Fig. 1: run 1, clock distribution
Scale bar: 50 microns.
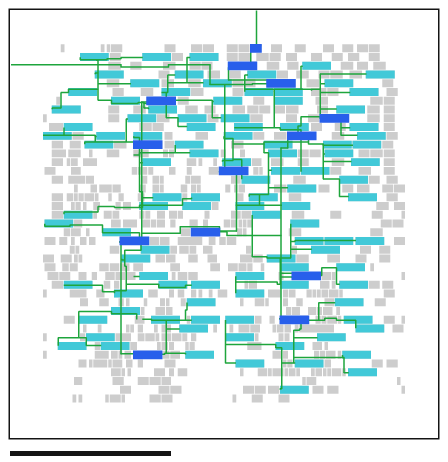
Fig. 2: run 1, signal wires by layer
Scale bar: 50 microns.
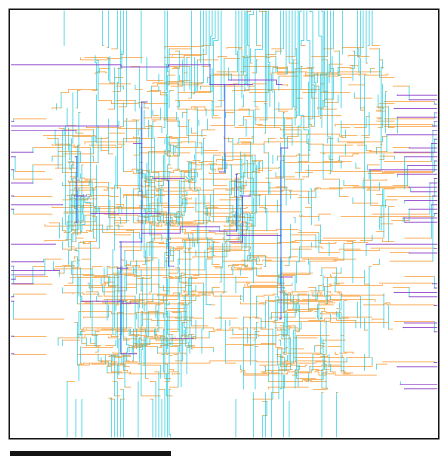
Fig. 3: run 1, where the registers sit
Other sequential cells in the stronger gray, the rest of the logic in the fainter gray.
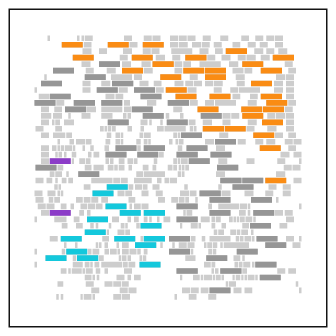
===== src/rtl/stream_to_bram.sv =====
// rtl/stream_to_bram.sv - AXI-stream sink that captures words into a BRAM port
// Supports immediate, orbit-synchronous and ring-buffer capture modes.
module stream_to_bram #(
  parameter int MEM_DEPTH = 2048
) (
  input  logic        clk,
  input  logic        aresetn,
  input  logic [31:0] data_stream_TDATA,
  input  logic        data_stream_TVALID,
  output logic        data_stream_TREADY,
  input  logic        fc_orbitSync,
  input  logic        cfg_arm,
  input  logic        cfg_abort,
  input  logic [1:0]  cfg_mode,
  input  logic [15:0] cfg_length,
  output logic        bram_CLK,
  output logic        bram_RST,
  output logic        bram_EN,
  output logic [3:0]  bram_WE,
  output logic [31:0] bram_ADDR,
  output logic [31:0] bram_DIN,
  output logic        status_busy,
  output logic        status_done,
  output logic        status_wrapped,
  output logic [15:0] status_count
);

  localparam logic [16:0] DEPTH_W  = 17'(MEM_DEPTH);
  localparam logic [15:0] DEPTH_M1 = 16'(MEM_DEPTH - 1);
  localparam logic [1:0]  MODE_SYNC = 2'd1;
  localparam logic [1:0]  MODE_RING = 2'd2;

  typedef enum logic [1:0] {S_IDLE, S_WAIT_SYNC, S_CAPTURE, S_DONE} state_t;
  state_t state, state_next;

  logic        tready_q;
  logic        sync_prev;
  logic [1:0]  mode_q;
  logic [15:0] len_m1_q;
  logic [15:0] ptr;
  logic [15:0] count;
  logic        wrapped;

  logic        orbit_edge;
  logic        do_write;
  logic        last_word;
  logic        arm_take;
  logic [1:0]  mode_new;
  logic [15:0] len_m1_new;

  assign bram_CLK           = clk;
  assign bram_RST           = ~aresetn;
  assign bram_EN            = 1'b1;
  assign data_stream_TREADY = tready_q;
  assign status_busy        = (state == S_WAIT_SYNC) || (state == S_CAPTURE);
  assign status_done        = (state == S_DONE);
  assign status_wrapped     = wrapped;
  assign status_count       = count;

  // Length is kept as L-1 so that L = 65536 still fits in 16 bits.
  assign len_m1_new = ((cfg_length == 16'd0) || ({1'b0, cfg_length} > DEPTH_W))
                      ? DEPTH_M1 : (cfg_length - 16'd1);
  assign mode_new   = (cfg_mode == 2'd3) ? 2'd0 : cfg_mode;

  assign orbit_edge = fc_orbitSync & ~sync_prev;
  assign do_write   = data_stream_TVALID & tready_q &
                      ((state == S_CAPTURE) || ((state == S_WAIT_SYNC) && orbit_edge));
  assign last_word  = (ptr == len_m1_q);
  assign arm_take   = cfg_arm & ~cfg_abort & ((state == S_IDLE) || (state == S_DONE));

  always_ff @(posedge clk or negedge aresetn) begin
    if (!aresetn) state <= S_IDLE;
    else          state <= state_next;
  end

  always_comb begin
    state_next = state;
    case (state)
      S_IDLE, S_DONE: begin
        if (arm_take) state_next = (mode_new == MODE_SYNC) ? S_WAIT_SYNC : S_CAPTURE;
      end
      S_WAIT_SYNC: begin
        if (cfg_abort)       state_next = S_IDLE;
        else if (orbit_edge) state_next = (do_write && last_word) ? S_DONE : S_CAPTURE;
      end
      S_CAPTURE: begin
        if (cfg_abort)
          state_next = (mode_q == MODE_RING) ? S_DONE : S_IDLE;
        else if (do_write && last_word && (mode_q != MODE_RING))
          state_next = S_DONE;
      end
      default: state_next = S_IDLE;
    endcase
  end

  // Arm and write are exclusive: arm is only taken in IDLE/DONE, writes only while busy.
  always_ff @(posedge clk or negedge aresetn) begin
    if (!aresetn) begin
      tready_q  <= 1'b0;
      sync_prev <= 1'b0;
      mode_q    <= 2'd0;
      len_m1_q  <= 16'd0;
      ptr       <= 16'd0;
      count     <= 16'd0;
      wrapped   <= 1'b0;
      bram_WE   <= 4'h0;
      bram_ADDR <= 32'd0;
      bram_DIN  <= 32'd0;
    end else begin
      tready_q  <= 1'b1;
      sync_prev <= fc_orbitSync;
      bram_WE   <= do_write ? 4'hF : 4'h0;
      if (arm_take) begin
        mode_q   <= mode_new;
        len_m1_q <= len_m1_new;
        ptr      <= 16'd0;
        count    <= 16'd0;
        wrapped  <= 1'b0;
      end else if (do_write) begin
        bram_ADDR <= {14'd0, ptr, 2'b00};
        bram_DIN  <= data_stream_TDATA;
        if ((mode_q == MODE_RING) && last_word) begin
          ptr     <= 16'd0;
          wrapped <= 1'b1;
        end else begin
          ptr <= ptr + 16'd1;
        end
        if (count != 16'hFFFF) count <= count + 16'd1;
      end
    end
  end

endmodule


===== config.mk =====
export PLATFORM = sky130hd
export DESIGN_NAME = stream_to_bram
export DESIGN_NICKNAME = d
export VERILOG_FILES = /design/src/rtl/stream_to_bram.sv
export SDC_FILE = /design/constraint.sdc
export NUM_CORES = 1
export LEC_CHECK = 0
export CELL_PAD_IN_SITES_DETAIL_PLACEMENT = 0
export CELL_PAD_IN_SITES_GLOBAL_PLACEMENT = 1
export CORE_MARGIN = 10
export CORE_UTILIZATION = 40
export CTS_CLUSTER_SIZE = 24
export DETAILED_ROUTE_END_ITERATION = 10
export GPL_ROUTABILITY_DRIVEN = 0
export PLACE_DENSITY_LB_ADDON = 0.25
export SLEW_MARGIN = 10
export SYNTH_ARGS = -nofsm -noshare
export SYNTH_HDL_FRONTEND = slang
export SYNTH_SLANG_ARGS = --single-unit

===== constraint.sdc =====
create_clock -name clk -period 4.7 [get_ports clk]
set_clock_uncertainty 0.05 [all_clocks]
set_input_delay 1.175 -clock clk [delete_from_list [all_inputs] [get_ports clk]]
set_output_delay 1.175 -clock clk [all_outputs]
set_load 0.02 [all_outputs]

==> out/results.txt, run 1 <==
Violation count after the first detailed-routing iteration: 262
Chip Area: 0.0177 sq mm
Total number of placement rows: 41
Max-slew violation count: 0
Count of endpoints failing hold in the final timing report: 0
Global-route wire length before repair: 21.7 mm
Count of antenna-violating nets left after detailed routing: 0
Crit path kind: clock port to output port
Maximum VDD drop: 303 uV
Fraction of layout cells with a size suffix above 1: 13.9%
HP Class: flop to flop
Dominant cell type by count on the critical path: sky130_fd_sc_hd__clkbuf_16
Data arrival at the endpoint of the critical path: 3.12 ns
Netlist area before placement: 0.00510 sq mm
Post-synth seq share: 51.0%
Fraction of synthesized cell area taken by the top area cell type: 51.0%
Core box area: 0.0126 sq mm
Dominant logic cell types in the final layout: 128 x sky130_fd_sc_hd__clkdlybuf4s50_1, 104 x sky130_fd_sc_hd__dfrtp_1, 49 x sky130_fd_sc_hd__mux2_2, 34 x sky130_fd_sc_hd__nor2_1, 32 x sky130_fd_sc_hd__nand2_1
1st-pass router iterations: 4
Launch point of the worst reg-to-reg path: ptr[3]
Via density per instance: 5.03
Critical path capture point type: output port
Util after Layout: 54.7%
Routed vias: 3876
Worst path setup slack after routing: 0.352 ns
Yosys cell count: 469
Yosys Warn Count: 0
Largest net degree at the start of global routing: 58
Result of the run: complete, no violations
Dpl hpwl: 9.98 mm
Dominant cell type by area after synthesis: sky130_fd_sc_hd__dfrtp_1
Final global-route overflow total: 0
Ant diodes: 0
Total Negative Setup Slacks: 0 ns
DRC violations left: 0
CP top delay family: buffers and inverters
Minimum setup slack after placement: 0.617 ns
Port Buf Inserts: 129
Total Power: 3850 uW
Post-CTS repair timing setup buffer count: 0
Post-cts resize count: 0
Clk pin slew, worst setup/hold paths: 0.06 ns
Insertion delay to the later sink of the worst-skew pair: 0.47 ns
-- Fig. 1 (at the start) --
Key: clock wires = green [length 1440 microns]; clock drivers = blue [count 13]; flip-flops = cyan [count 104]
There are 14 routed clock nets.

-- Fig. 2 (at the start) --
Key: metal 2 = cyan [wire length 6550 microns]; metal 4 = blue [wire length 243 microns]; metal 3 = purple [wire length 704 microns]; metal 1 = orange [wire length 5810 microns]
WL/cell: 17.3 microns
global-route usage over all layers: 15.2%

-- Fig. 3 (at the start) --
Key: bram_DIN = orange [sequential cells 32]; len_m1_q = cyan [sequential cells 16]; mode_q = purple [sequential cells 2]
Another 54 sequential cells are not colored.

[run 1: layout make-up]
class	instances	area [sq um]
fill	1138	5700
sequential	104	2600
multi-input combinational	330	2290
timing repair buffer	135	1330
clock buffer	15	338
tap	172	215
clock inverter	4	52.6
inverter	11	41.3
[run 1: state kept, by name, summed over array words and instances (netlist names)]
register / cells
state: 2
status_count: 16
len_m1_q: 16
bram_DIN: 32
ptr: 16
bram_ADDR: 16
bram_WE: 1
data_stream_TREADY: 1
status_wrapped: 1
sync_prev: 1
mode_q: 2
[run 1: synth_stat cells (all sizes together), types with 2 or more instances]
| cell | n |
|---|---|
| a211oi | 5 |
| a22o | 7 |
| and3 | 11 |
| xor2 | 11 |
| o311ai | 4 |
| mux2i | 2 |
| nor2 | 36 |
| nor2b | 3 |
| nand4 | 9 |
| xnor2 | 30 |
| conb | 2 |
| ha | 7 |
| nand3 | 18 |
| nor4 | 4 |
| a21o | 3 |
| o21a | 2 |
| nor3 | 13 |
| nand2 | 32 |
| clkbuf | 8 |
| inv | 11 |
| o21ai | 14 |
| nand2b | 8 |
| a21oi | 19 |
| mux2 | 50 |
| buf | 32 |
| o22ai | 3 |
| dfrtp | 104 |
| or3 | 4 |
| and4 | 3 |
| o31a | 2 |
[run 1: through the flow]
stage / hold WS (ns) / std cells / instance area (sq um)
final: 0.453 / 771 / 6870
after global routing: 0.474 / 771 / 6870
after CTS: 0.461 / 771 / 6870
after detailed placement: 0.444 / 753 / 6490
after global placement: 0.427 / 753 / 6490
after floorplan: 0.404 / 485 / 5160
[run 1: metal layers]
metal	track usage, %	share of wire [%]
met1	18.0	44
met2	25.0	49
met3	4.73	5.3
met4	6.05	1.8
met5	0	0
[run 1: power by group]
| part | total [uW] | internal [uW] | switching (uW) |
|---|---|---|---|
| Combinational | 1510 | 756 | 756 |
| Clock | 939 | 565 | 374 |
| Sequential | 1400 | 1170 | 223 |
| Total | 3850 | 2490 | 1350 |
[run 1: cell families after synthesis]
| family | Yosys count | share of synthesized area [%] |
|---|---|---|
| and+or+nand+nor | 146 | 14.5 |
| buffers and inverters | 51 | 5.49 |
| AOI/OAI and AO/OA | 66 | 8.63 |
| muxes | 52 | 11.4 |
| xor gates and xnor gates | 41 | 7.04 |
| adders and majority gates | 7 | 1.72 |
| other | 2 | 0.147 |
| DFF | 104 | 51.0 |
[run 1: final timing paths]
kind / end / slack (ns)
min reg2reg: status_wrapped / 0.45
max reg2reg: ptr[12] / 2.03
max in group asynchronous: status_wrapped / 2.63
min: status_wrapped / 0.45
min in group asynchronous: len_m1_q[0] / 0.81
max: bram_CLK / 0.35
Fig. 4: run 1, pin map
Pins as bars across the die edge, other pins in gray.
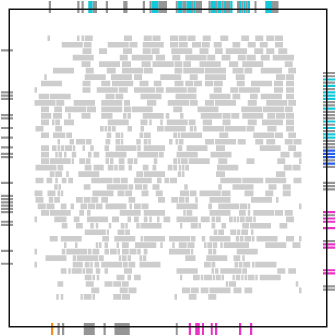

--- run 2 (diff from run 1) ---
--- a/config.mk
+++ b/config.mk
@@ -12,6 +12,7 @@
 export CTS_CLUSTER_SIZE = 24
 export DETAILED_ROUTE_END_ITERATION = 10
 export GPL_ROUTABILITY_DRIVEN = 0
+export GPL_TIMING_DRIVEN = 0
 export PLACE_DENSITY_LB_ADDON = 0.25
 export SLEW_MARGIN = 10
 export SYNTH_ARGS = -nofsm -noshare
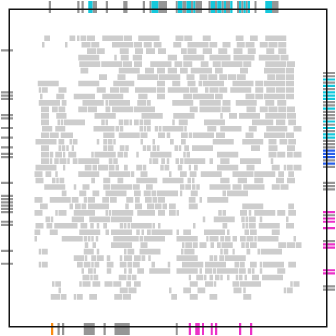
Fig. 5. Pin map (run 2).
Pins as bars across the die edge, other pins in gray.
Key: bram_WE = blue [pins 4, direction output, edge east]; data_stream_TDATA = cyan [pins 32, direction input, edge 22 north, 10 east]; aresetn = orange [pins 1, direction input, edge south]; status_count = magenta [pins 16, direction output, edge 8 south, 8 east]
All pins by edge: 55 north, 45 east, 25 south, 22 west.
Port Buf Inserts: 129
Die Span X: 133 microns
Chip Height: 133 microns

==> run 2 against run 1 <==
Compared with the run above: clock power shrank 1%; wire length down 1.8%; register-to-register slack got worse by 0.04 ns; count of clock-buffer cells in the layout is 2 higher; setup slack worse by 0.12 ns; non-clock buffer count grew 34; sequential share of layout area down 1.1 points; total power grew 0.18%; critical endpoint unchanged; largest cell class unchanged; highest routed layer unchanged.
==> out/results.txt, run 2 <==
Fraction of synthesized cell area taken by the top area cell type: 51.0%
Netlist area before placement: 0.00510 sq mm
Area used by multi-input combinational logic: 0.00228 sq mm
Dpl hpwl: 10.1 mm
Post-cts resize count: 0
Yosys Warn Count: 0
Largest net degree at the start of global routing: 92
Result of the run: complete, no violations
Cell with the most instances after synthesis: sky130_fd_sc_hd__dfrtp_1
Max-slew violation count: 0
Register-to-register setup slack: 1.99 ns
Fraction of layout cells with a size suffix above 1: 16.2%
Flip-flop count of the largest register after layout: 32
Area post-placement: 0.00670 sq mm
HP Class: flop to flop
Area of all placed cells without fillers: 0.00707 sq mm
Filler cell count: 1141
Util after Layout: 56.3%
CP top delay family: buffers and inverters
Global-route wire length before repair: 21.6 mm
Core box area: 0.0126 sq mm
DRC violations left: 0
Maximum VDD drop: 321 uV
Post-synth seq share: 51.0%
Ant diodes: 0
Clk pin slew, worst setup/hold paths: 0.07 ns
Via density per instance: 4.88
Total number of placement rows: 41
Insertion delay to the later sink of the worst-skew pair: 0.46 ns
Yosys cell count: 469
Most numerous cell types in the synthesized netlist: 104 x sky130_fd_sc_hd__dfrtp_1, 49 x sky130_fd_sc_hd__mux2_2, 36 x sky130_fd_sc_hd__nor2_1, 32 x sky130_fd_sc_hd__nand2_1, 30 x sky130_fd_sc_hd__xnor2_1
Total Power: 3850 uW
Sequential standard cell area: 0.00260 sq mm
Dominant logic cell types in the final layout: 128 x sky130_fd_sc_hd__clkdlybuf4s50_1, 104 x sky130_fd_sc_hd__dfrtp_1, 49 x sky130_fd_sc_hd__mux2_2, 36 x sky130_fd_sc_hd__nor2_1, 32 x sky130_fd_sc_hd__nand2_1
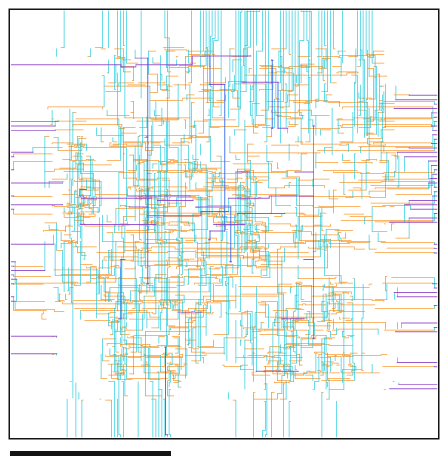
Fig. 6. Signal wires by layer (run 2).
Scale bar: 50 microns.
Key: metal 4 = blue [wire length 291 microns]; metal 2 = cyan [wire length 6460 microns]; metal 3 = purple [wire length 700 microns]; metal 1 = orange [wire length 5620 microns]
global-route usage over all layers: 15.1%
routed vias: 3936

==> run 2: cell counts after synthesis <==
Identical to the previous run, type by type.
==> run 2: logic make-up after synthesis <==
logic type	count (synthesis)	synth area share [%]
fa+ha+maj	7	1.72
simple gates	146	14.5
xor+xnor	41	7.04
other cells	2	0.147
mux	52	11.4
buf+inv	51	5.49
compound gates	66	8.63
flops	104	51.0
==> run 2: area by class of cell <==
class / instances / area share, %
sequential: 104 / 36.8
clock inverter: 3 / 0.566
tap: 172 / 3.04
multi-input combinational: 330 / 32.2
clock buffer: 17 / 4.88
inverter: 11 / 0.584
timing repair buffer: 129 / 18.5
buffer: 40 / 3.38
==> run 2: through the flow <==
step / cells / setup TNS [ns] / worst slack [ns] / hold WS (ns)
global route: 806 / 0 / 0.213 / 0.471
finish: 806 / 0 / 0.230 / 0.451
floorplan: 485 / 0 / 0.991 / 0.404
global placement: 786 / -171.60 / -2.47 / 0.427
detailed placement: 787 / 0 / 0.503 / 0.434
CTS: 806 / 0 / 0.221 / 0.454
==> run 2: report_power, final <==
part           switching (uW)  internal [uW]  total [uW]
combinational             778            777        1550
clock                     354            574         928
sequential                197           1170        1370
total                    1330           2530        3850
==> run 2: worst paths after layout <==
kind                                start                 end  depth (start not counted)
max in group asynchronous         aresetn         bram_DIN[5]                          2
hold reg to reg            status_wrapped      status_wrapped                          1
setup reg to reg                 state[1]              ptr[2]                          9
min in group asynchronous         aresetn  data_stream_TREADY                          1
setup / recovery                      clk            bram_CLK                          4
hold / removal             status_wrapped      status_wrapped                          1
==> run 2: metal layers <==
layer | global-route usage (%) | share of wire (%)
met1 | 18.1 | 43
met2 | 24.5 | 49
met3 | 3.90 | 5.3
met4 | 7.89 | 2.2
met5 | 0 | 0
Power is estimated from default activity; no workload was simulated.
